<file path="config.mk">
export PLATFORM = sky130hd
export DESIGN_NAME = text_renderer
export DESIGN_NICKNAME = d
export VERILOG_FILES = /design/src/rtl/text_renderer.sv
export SDC_FILE = /design/constraint.sdc
export NUM_CORES = 1
export LEC_CHECK = 0
export CAP_MARGIN = 20
export CORE_UTILIZATION = 50
export DETAILED_ROUTE_END_ITERATION = 7
export PLACE_DENSITY = 0.74
export SKIP_LAST_GASP = 1
export SYNTH_ARGS = -nofsm -noshare
export SYNTH_HDL_FRONTEND = slang
export SYNTH_SLANG_ARGS = --single-unit
</file>
<file path="constraint.sdc">
create_clock -name clk -period 4 [get_ports clk]
set_input_delay 0.8 -clock clk [delete_from_list [all_inputs] [get_ports clk]]
set_output_delay 0.8 -clock clk [all_outputs]
set_load 0.005 [all_outputs]
</file>
<file path="src/rtl/text_renderer.sv">
// MDA text-mode pixel generator: walks the 80x25 character grid, fetches codes and glyph rows,
// serialises 9-pixel cells with a blinking underline cursor, and keeps sync aligned (3-cycle latency).
module text_renderer #(
  parameter int COLS      = 80,
  parameter int ROWS      = 25,
  parameter int CHAR_W    = 9,
  parameter int CHAR_H    = 14,
  parameter int BLINK_BIT = 4
) (
  input  logic        clk,
  input  logic        reset,
  input  logic        in_active,
  input  logic        in_hsync,
  input  logic        in_vsync,
  input  logic        in_frame_start,
  input  logic        cursor_en,
  input  logic [6:0]  cursor_col,
  input  logic [4:0]  cursor_row,
  output logic [10:0] ram_addr,
  input  logic [7:0]  ram_data,
  output logic [11:0] font_addr,
  input  logic [7:0]  font_data,
  output logic        video,
  output logic        intensity,
  output logic        hsync,
  output logic        vsync
);

  localparam logic [3:0]  PX_LAST   = 4'(CHAR_W - 1);
  localparam logic [3:0]  SCAN_LAST = 4'(CHAR_H - 1);
  localparam logic [3:0]  CUR_SCAN  = 4'(CHAR_H - 2);
  localparam logic [6:0]  COL_END   = 7'(COLS);
  localparam logic [6:0]  COL_LAST  = 7'(COLS - 1);
  localparam logic [4:0]  ROW_END   = 5'(ROWS);
  localparam logic [4:0]  ROW_LAST  = 5'(ROWS - 1);
  localparam logic [10:0] ROW_STEP  = 11'(COLS);

  logic [3:0]  px, px_n;
  logic [6:0]  col, col_n, col_addr;
  logic [3:0]  scan, scan_n;
  logic [4:0]  row, row_n;
  logic [10:0] row_base, row_base_n;
  logic [7:0]  frame_cnt, frame_cnt_n;
  logic        prev_active;

  logic        valid0, hit0;
  logic [3:0]  s1_px, s1_scan, s2_px;
  logic        s1_active, s1_valid, s1_hit, s1_hs, s1_vs;
  logic        s2_active, s2_valid, s2_hit, s2_hs, s2_vs, s2_ext;
  logic        pix;

  always_comb begin
    px_n        = px;
    col_n       = col;
    scan_n      = scan;
    row_n       = row;
    row_base_n  = row_base;
    frame_cnt_n = frame_cnt;
    if (in_frame_start) begin
      px_n        = '0;
      col_n       = '0;
      scan_n      = '0;
      row_n       = '0;
      row_base_n  = '0;
      frame_cnt_n = frame_cnt + 8'd1;
    end else if (in_active) begin
      if (px == PX_LAST) begin
        px_n = '0;
        if (col != COL_END) col_n = col + 7'd1;
      end else begin
        px_n = px + 4'd1;
      end
    end else if (prev_active) begin
      px_n  = '0;
      col_n = '0;
      if (scan == SCAN_LAST) begin
        scan_n = '0;
        if (row != ROW_END) row_n = row + 5'd1;
        // row_base stops at the last row so the address never leaves the 2000-byte RAM
        if (row < ROW_LAST) row_base_n = row_base + ROW_STEP;
      end else begin
        scan_n = scan + 4'd1;
      end
    end
  end

  assign col_addr = (col_n >= COL_END) ? COL_LAST : col_n;

  always_ff @(posedge clk) begin
    if (reset) begin
      px          <= '0;
      col         <= '0;
      scan        <= '0;
      row         <= '0;
      row_base    <= '0;
      frame_cnt   <= '0;
      prev_active <= 1'b0;
      ram_addr    <= '0;
    end else begin
      px          <= px_n;
      col         <= col_n;
      scan        <= scan_n;
      row         <= row_n;
      row_base    <= row_base_n;
      frame_cnt   <= frame_cnt_n;
      prev_active <= in_active;
      ram_addr    <= row_base_n + {4'b0000, col_addr};
    end
  end

  assign valid0 = (col < COL_END) && (row < ROW_END);
  assign hit0   = cursor_en && (col == cursor_col) && (row == cursor_row) &&
                  (scan >= CUR_SCAN) && !frame_cnt[BLINK_BIT];

  assign font_addr = {ram_data, s1_scan};

  // Extension column repeats the rightmost glyph bit only for line-drawing codes 0xC0..0xDF.
  always_comb begin
    pix = 1'b0;
    if (!s2_px[3]) pix = font_data[~s2_px[2:0]];
    else if (s2_ext) pix = font_data[0];
  end

  always_ff @(posedge clk) begin
    if (reset) begin
      s1_px     <= '0;
      s1_scan   <= '0;
      s1_active <= 1'b0;
      s1_valid  <= 1'b0;
      s1_hit    <= 1'b0;
      s1_hs     <= 1'b0;
      s1_vs     <= 1'b1;
      s2_px     <= '0;
      s2_active <= 1'b0;
      s2_valid  <= 1'b0;
      s2_hit    <= 1'b0;
      s2_ext    <= 1'b0;
      s2_hs     <= 1'b0;
      s2_vs     <= 1'b1;
      video     <= 1'b0;
      intensity <= 1'b0;
      hsync     <= 1'b0;
      vsync     <= 1'b1;
    end else begin
      s1_px     <= px;
      s1_scan   <= scan;
      s1_active <= in_active;
      s1_valid  <= valid0;
      s1_hit    <= hit0;
      s1_hs     <= in_hsync;
      s1_vs     <= in_vsync;
      s2_px     <= s1_px;
      s2_active <= s1_active;
      s2_valid  <= s1_valid;
      s2_hit    <= s1_hit;
      s2_ext    <= (ram_data[7:5] == 3'b110);
      s2_hs     <= s1_hs;
      s2_vs     <= s1_vs;
      video     <= s2_active && s2_valid && (pix || s2_hit);
      intensity <= s2_active && s2_valid && s2_hit;
      hsync     <= s2_hs;
      vsync     <= s2_vs;
    end
  end

endmodule
</file>
Run 1, where the registers sit:
Other sequential cells in the stronger grey, the rest of the logic in the fainter grey.
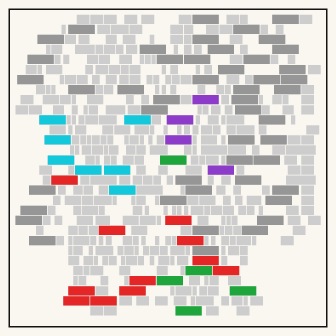
| colour | signal | sequential cells |
|---|---|---|
| green | `frame_cnt` | 5 |
| red | `ram_addr` | 11 |
| cyan | `col` | 7 |
| purple | `px` | 4 |
not coloured: 47
combined flip-flop and latch cell area: 1481 µm²
power drawn by the sequential cells: 750 µW
final cell utilization of the core: 0.6254

Run 1, met3 routing:
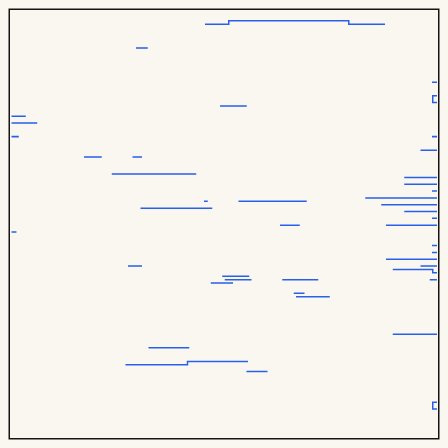
nets with wire on the layer: 37
wire length on this layer: 272 µm
main direction: horizontal
longest straight run: 23.9 µm
total wirelength of the detailed-routed design: 6681 µm
GR Util met3: 0.04572
total via count after detailed routing: 2687

Run 1, pin map:
Pins as bars across the die edge, other pins in grey.
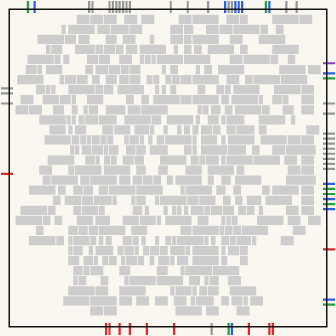
| colour | port | pins | direction | edge |
|---|---|---|---|---|
| blue | `font_addr` | 12 | output | 6 north, 5 east, 1 south |
| red | `ram_addr` | 11 | output | 9 south, 1 west, 1 east |
| green | `ram_data` | 8 | input | 5 east, 2 north, 1 south |
| purple | `hsync` | 1 | output | east |
all pins by edge: 24 north, 22 east, 12 south, 4 west
Die Y: 85.47 µm
IO buf count: 51
horizontal die size: 85.47 µm

==> results.txt, run 1 <==
Latest figures from synthesis and place and route.

The flow ran to the end, and the final reports show no timing, DRC or antenna violations. The design has about 74 sequential cells. The worst register-to-register path has a depth of 15. The critical path depth is 13. The number of non-clock buffers is ~62. For reference, the top cells by area after synthesis are dfxtp_1 43%, nor2b_1 5.9%, xnor2_1 5.8%. Total power for the finished layout comes to ~1400 µW. The highest metal layer carrying signal wires in the routed design is met4. The number of global-route vias before repair is between 2000 and 2500. The final sum of negative setup slack is 0 ps. After synthesis, the largest family of logic cells by area is simple AND/OR/NAND/NOR gates. After detailed placement, the total cell area comes to just over 4000 µm². Looking at the post-CTS report, the setup buffer insertion count equals 0. The most frequently used flop master after synthesis is dfxtp_1. The top cell types in the final layout, fill and taps aside, are 74 x dfxtp_1, 53 x nor2_1, 51 x clkdlybuf4s50_1. The Yosys chip area is 3483 µm².

The worst setup path is of the in -> reg kind. The synthesized area is 3483 µm². The power in combinational cells is 86.8 µW. The total congestion overflow is 0.

The later pin in the worst-skew pair is clocked with a latency of ~350 ps. The number of detailed-routing iterations run before antenna repair is 4. The number of buffers inserted for hold repair after clock tree synthesis is 0. During tapcell insertion the tool placed 80 well taps. The DRC violation count after routing is 0. TritonCTS built the clock tree. Summed over all nets, wire length on met2 after detailed routing comes to between 3000 and 4000 µm. For this run, the register share of the synthesized area comes to 0.4253.

Per the hold report, the tightest min-delay path originates at s1_vs. The internal portion of total power is ~1000 µW. Per the synthesis report, the number of distinct cell types is between 50 and 60.

The timing report shows that the slowest cell on the worst path is clkdlybuf4s50_1. The number of antenna cells inserted is 0. The worst setup path endpoint is ram_addr[10]. The number of instances on the worst hold path is 1. The busiest layer in global routing is met2. The floorplan report gives the top-level pin count as around 62. Across the routed clock network, the largest skew measured is roughly 8.6 ps.

In the final report, the number of hold violations comes to 0. The placer congestion estimate is 0.8530. The endpoint identified for the worst register-to-register timing path is ram_addr[10]. The longest individual stage delay on the worst path is about 550 ps.

In this run the register-to-register setup slack is approximately 400 ps. Synthesis produced roughly 380 cells. The number of clock buffers in the layout is 9.

The portion of total power attributed to sequential cells is 0.542. The filler cell count in the final layout is 563. The largest registers in the layout are ram_addr: 11 flops, row_base: 11 flops, col: 7 flops. The transition time recorded at the tightest slew-check pin is roughly 560 ps. The kind of cell adding the most delay to the critical path is simple AND/OR/NAND/NOR gates.

For reference, the clock transition at the flip-flops on the worst setup and hold paths is 90 ps. The part of the power in the clock network is 0.395. met2 track demand over resource after global routing is 0.3244. The first global-routing pass estimated between 10000 and 15000 µm of wire.

The final critical path time including I/O delays and setup is roughly 3600 ps. Per STA, the worst path is made up of clkdlybuf4s50_1 > inv_1 > or4b_1 > and3_4 > a211oi_4 > o21bai_1 > ha_1 > fa_1 > a211oi_1 > o21ai_1 > a21oi_1 > nor3_1 > mux2_1. The proportion of cell area spent on the clock network is 0.04353. The largest cell class by area is multi-input combinational cells. The proportion of total power due to net switching is 0.2554. The post-place setup slack is -61.71 ps.

The final timing report lists a max-slew violation count of 0. The share of the core area taken by cells at floorplan is 0.5156. The fraction of cell area in sequential cells is reported as 0.3506. The flow reports an fmax of between 200 and 300 MHz. Per the post-synthesis report, the nets total ~430. The wire length per cell is ~13 µm. Across all hold checks on the routed design, the worst slack comes to 414.9 ps.

The synthesis report lists the Yosys warning total as 0. The most instantiated library cell after synthesis is dfxtp_1. Nets still carrying antenna violations after routing amount to 0.
==> run 2, diff against run 1 <==
Settings changed: SLEW_MARGIN set to 10.
Run 2, where the registers sit:
Other sequential cells in the stronger grey, the rest of the logic in the fainter grey.
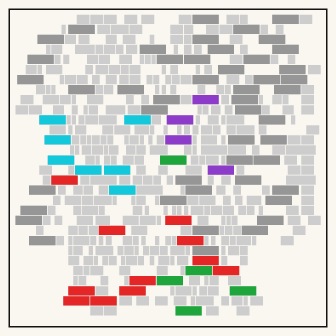
| colour | signal | sequential cells |
|---|---|---|
| cyan | `col` | 7 |
| red | `ram_addr` | 11 |
| green | `frame_cnt` | 5 |
| purple | `px` | 4 |
not coloured: 47
sequential cell area share: 0.3506

==> run 2 against run 1 <==
Against the previous run:
- clock-buffer cell count stayed put
- clock power hardly changed
- total power stayed put
- die area stayed put
- sequential share of layout area stayed put
- sequential cell count stayed put
- sequential power hardly changed
- non-clock buffer count stayed put
- core utilization stayed put
- global-route usage stayed put
- maximum frequency stayed put
- wire length stayed put
- highest routed layer unchanged
==> results.txt, run 2 <==
Latest figures from synthesis and place and route.

The largest non-sequential cell family by area is simple AND/OR/NAND/NOR gates. The proportion of cell area spent on the clock network is 0.04353 (unchanged). The post-route antenna net violation count came to 0 (unchanged). The final hold violation count is 0 (unchanged). The longest individual stage delay on the worst path is 550 ps (about the same). The standard cell with the maximum stage delay on the critical path is clkdlybuf4s50_1. The synthesized net count is 426 (unchanged).

The latest clock arrival within the worst-skew pair is 350 ps (about the same). The DRC violation count after routing came to 0 (unchanged). The number of clock buffers in the layout is 9 (unchanged). The global routing met2 resource utilization is 0.3244 (unchanged).

The flow ran to the end, and the final reports show no timing, DRC or antenna violations. The die width came to 85.47 µm (unchanged). The area after detailed placement is 4041 µm² (unchanged). The number of detailed-routing iterations run before antenna repair is 4 (unchanged).

The routed length on met2 is 3172 µm (unchanged). Global route summary, busiest routing layer listed as met2. The total congestion overflow was 0 (unchanged). Ranking logic cells in the layout by count gives the top entries 74 x dfxtp_1, 53 x nor2_1, 51 x clkdlybuf4s50_1. The critical path depth is 13 (unchanged). The routed via count was 2687 (unchanged). The number of instances on the worst hold path is 1 (unchanged). The number of antenna cells inserted is 0 (unchanged). The vertical die dimension is 85.47 µm (unchanged). The Yosys chip area was 3483 µm² (unchanged). The filler cell count in the final layout is 563 (unchanged). The kind of cell adding the most delay to the critical path is simple AND/OR/NAND/NOR gates. The worst clock skew came to 8.561 ps (unchanged). The minimum setup slack among reg-to-reg paths is 390 ps (about the same). The count of input and output buffers is 51 (unchanged).

The registers reported with the highest flop counts are ram_addr: 11 flops, row_base: 11 flops, col: 7 flops. The part of the power in the clock network is 0.395 (about the same). The most frequently used flop master after synthesis is dfxtp_1. The post-place setup slack is -61.71 ps (unchanged). TritonCTS built the clock tree. The total design power is 1383 µW (unchanged). The wire length per cell is 13.13 µm (unchanged). The internal portion of total power is 1030 µW (unchanged).

The final critical path time including I/O delays and setup is 3639 ps (unchanged). The core utilization at floorplan is 0.5156 (unchanged). The global-route wire length before repair is 11070 µm (unchanged). The highest metal layer carrying signal wires in the routed design is met4. The register clock-pin slew on the reported worst setup and hold paths is 90 ps (about the same). The placer congestion estimate is 0.8530 (unchanged). The critical hold path startpoint is s1_vs. The number of non-clock buffers is 62 (unchanged).

In the setup report, the worst path falls into the class in -> reg. The portion of total power attributed to sequential cells was 0.542 (about the same). The I/O pin count is 62 (unchanged). The synthesized area was 3483 µm² (unchanged). The proportion of synthesized chip area in sequential cells was 0.4253 (unchanged). In this run the critical path is formed by clkdlybuf4s50_1 > inv_1 > or4b_1 > and3_4 > a211oi_4 > o21bai_1 > ha_1 > fa_1 > a211oi_1 > o21ai_1 > a21oi_1 > nor3_1 > mux2_1. The reported sequential group power came to 750 µW (about the same).
Run 2, met3 routing:
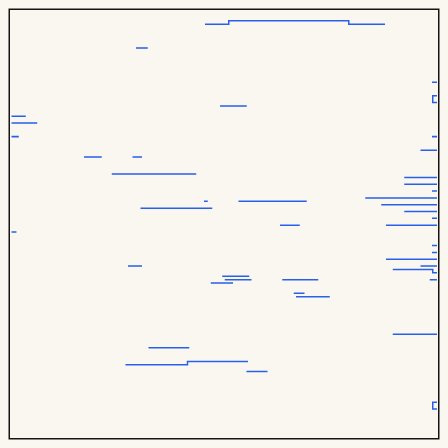
longest straight run: 23.9 µm
wire length on this layer: 272 µm
share of all routed wire: 4.1%
main direction: horizontal

==> run 3, diff against run 2 <==
Settings changed: CORE_UTILIZATION 50 to 52, PLACE_DENSITY 0.74 to 0.77.
Run 3, pin map:
Pins as bars across the die edge, other pins in grey.
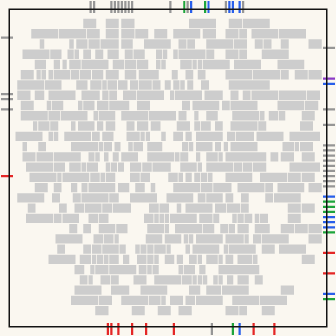
| colour | port | pins | direction | edge |
|---|---|---|---|---|
| red | `ram_addr` | 11 | output | 8 south, 2 east, 1 west |
| green | `ram_data` | 8 | input | 5 east, 2 north, 1 south |
| purple | `hsync` | 1 | output | east |
| blue | `font_addr` | 12 | output | 6 east, 5 north, 1 south |

Run 3, congestion heat map:
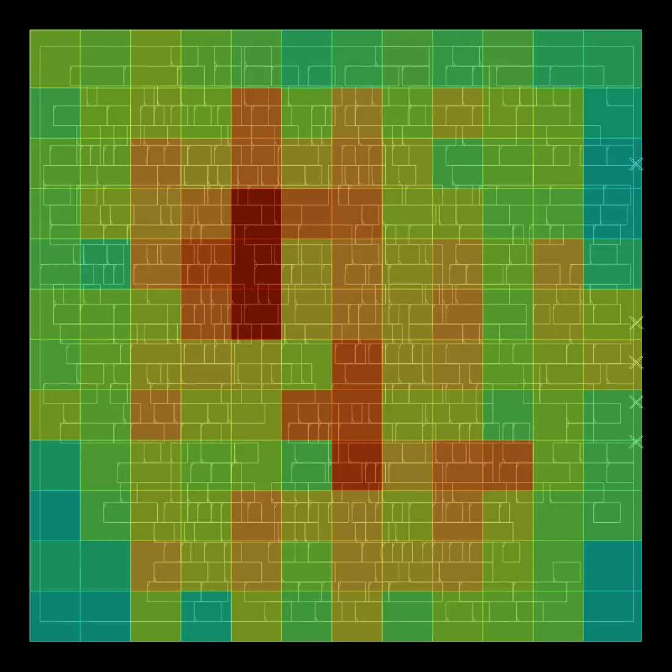
GR Util met3: 0.06133
Top Usage Layer GRT: met2
WL per Instance: 13.43 µm
final cell utilization of the core: 0.6674

==> run 3 against run 2 <==
Against the previous run:
- setup slack lost 81 ps
- via count fell by 0.26%
- cell count down 0.59%
- maximum frequency shrank 2.2%
- clock-buffer cell count unchanged
- area after synthesis stayed put
- the run now ends with design-rule violations left
- worst hold slack is essentially flat
- register-to-register slack worse by 110 ps
- clock skew decreased by 1.5 ps
- combinational power grew 2%
- sequential cell count unchanged
- clock power rose by about 30%
- critical endpoint unchanged
==> results.txt, run 3 <==
Latest figures from synthesis and place and route.

The initialized floorplan defines 29 standard-cell rows. The number of clock sinks is between 70 and 80. The number of detailed-routing iterations run before antenna repair came to 7 (+3). The most used flip-flop cell after synthesis is dfxtp_1. The OpenROAD report gives the critical path a data arrival time of between 3000 and 4000 ps. The worst clock skew was 7.071 ps (-1.490 ps).

The top layer reached by signal wires is met4. The number of global-route vias before repair was about 2600. Counting the inverters off the clock network in the layout gives 9. The Yosys step of the flow raised 0 warnings. The vertical die dimension came to 83.85 µm (-1.9%).

The logs give a warning total of 29. The post-route antenna net violation count came to 0 (unchanged). The checks that failed: design-rule violations. The net switching power in the latest report is ~330 µW. According to the timing report, the critical path is captured at ram_addr[10]. The post-place setup slack is -9.146 ps (+52.56 ps). The area after detailed placement is 4038 µm² (about the same). The total congestion overflow came to 0 (unchanged). The standard cell with the maximum stage delay on the critical path is or4b_1. The final hold violation count came to 0 (unchanged). The post-synthesis cell count is 375. The I/O pin count is 62 (unchanged).

The routed via count is 2680 (-0.26%). The half-perimeter wire length after placement is between 4000 and 5000 µm. STA classifies the critical path endpoint as a flip-flop.

The largest registers in the layout are ram_addr: 11 flops, row_base: 11 flops, col: 7 flops. The number of clock buffers in the layout is 9 (unchanged). The die width was 83.85 µm (-1.9%).

The longest individual stage delay on the worst path is 470 ps (-80 ps). In the finished design, the share of the clock period the worst path needs comes to 0.9299. The minimum setup slack among reg-to-reg paths came to 280 ps (-110 ps). The latest clock arrival within the worst-skew pair is 350 ps (about the same). The number of instances on the worst hold path is 1 (unchanged). The share of cells above drive strength 1 is 0.1026. By area, the combinational part of the netlist is dominated by simple AND/OR/NAND/NOR gates. The Yosys chip area is 3483 µm² (unchanged). In this run the clock root is driven by a clkbuf_8. The critical path depth is 15 (+2).

The proportion of synthesized chip area in sequential cells is 0.4253 (unchanged). The critical path goes through inv_1 > ha_1 > nand3b_4 > a31oi_2 > or4b_1 > and3_4 > a211oi_4 > o21bai_1 > ha_1 > fa_1 > a211oi_1 > o21ai_0 > a21oi_1 > nor3_1 > mux2_1. After detailed routing, the number of vias per cell comes to ~5.3. The reported sequential group power was 749 µW (about the same). The number of non-clock buffers is 62 (unchanged). Counting the buffers created by CTS gives 9. The H-tree level count is 3. Among all cell classes, the greatest summed area belongs to multi-input combinational cells.

The non-filler instance count after layout is approximately 500. The part of the power in the clock network is 0.458 (+0.063). The area taken by multi-input logic gates is roughly 1800 µm².

The critical hold path startpoint is s2_vs. The routed length on met2 was 3229 µm (+1.8%). The multiplexer area fraction after synthesis is 0.03412. The most common logic cells in the final layout are 74 x dfxtp_1, 53 x nor2_1, 51 x clkdlybuf4s50_1. The synthesized area came to 3483 µm² (unchanged). The DRC violation count after routing is 10 (+10).

The global routing met2 resource utilization came to 0.3383 (+0.01394). The core utilization at floorplan was 0.5424 (+0.02682). The synthesized net count is 426 (unchanged). The kind of cell adding the most delay to the critical path is AND-OR/OR-AND gates. The run finished, with violations left. The global-route wire length before repair came to 11610 µm (+4.9%). The portion of total power attributed to sequential cells is 0.484 (-0.058).

The timing report notes that buffer and inverter cells on the critical path total 1. The register clock-pin slew on the reported worst setup and hold paths is 80 ps (about the same). The first routing iteration left around 120 violations. The internal portion of total power is 1215 µW (+18%). The sequential cells in the finished layout cover a total of between 1000 and 1500 µm². The number of antenna cells inserted is 0 (unchanged).

The final critical path time including I/O delays and setup is 3720 ps (+81.11 ps). The sequential fraction of total cell area is 0.3456 (-0.005015). The proportion of cell area spent on the clock network was 0.05809 (+0.01456).

The count of input and output buffers came to 51 (unchanged). The placer congestion estimate was 0.8270 (-3.0%). The worst setup path is of the reg -> reg kind.

The total design power is 1546 µW (+12%). On met1, the global router reports a usage of 0.2593. The clock tree from TritonCTS is done. The filler cell count in the final layout is 531 (-5.7%). The area share of and/or/nand/nor cells after synthesis is 0.2425.

The number of buffers inserted for hold repair after clock tree synthesis is 0.
No activity file was given, so power comes from the tool's default toggle rates.
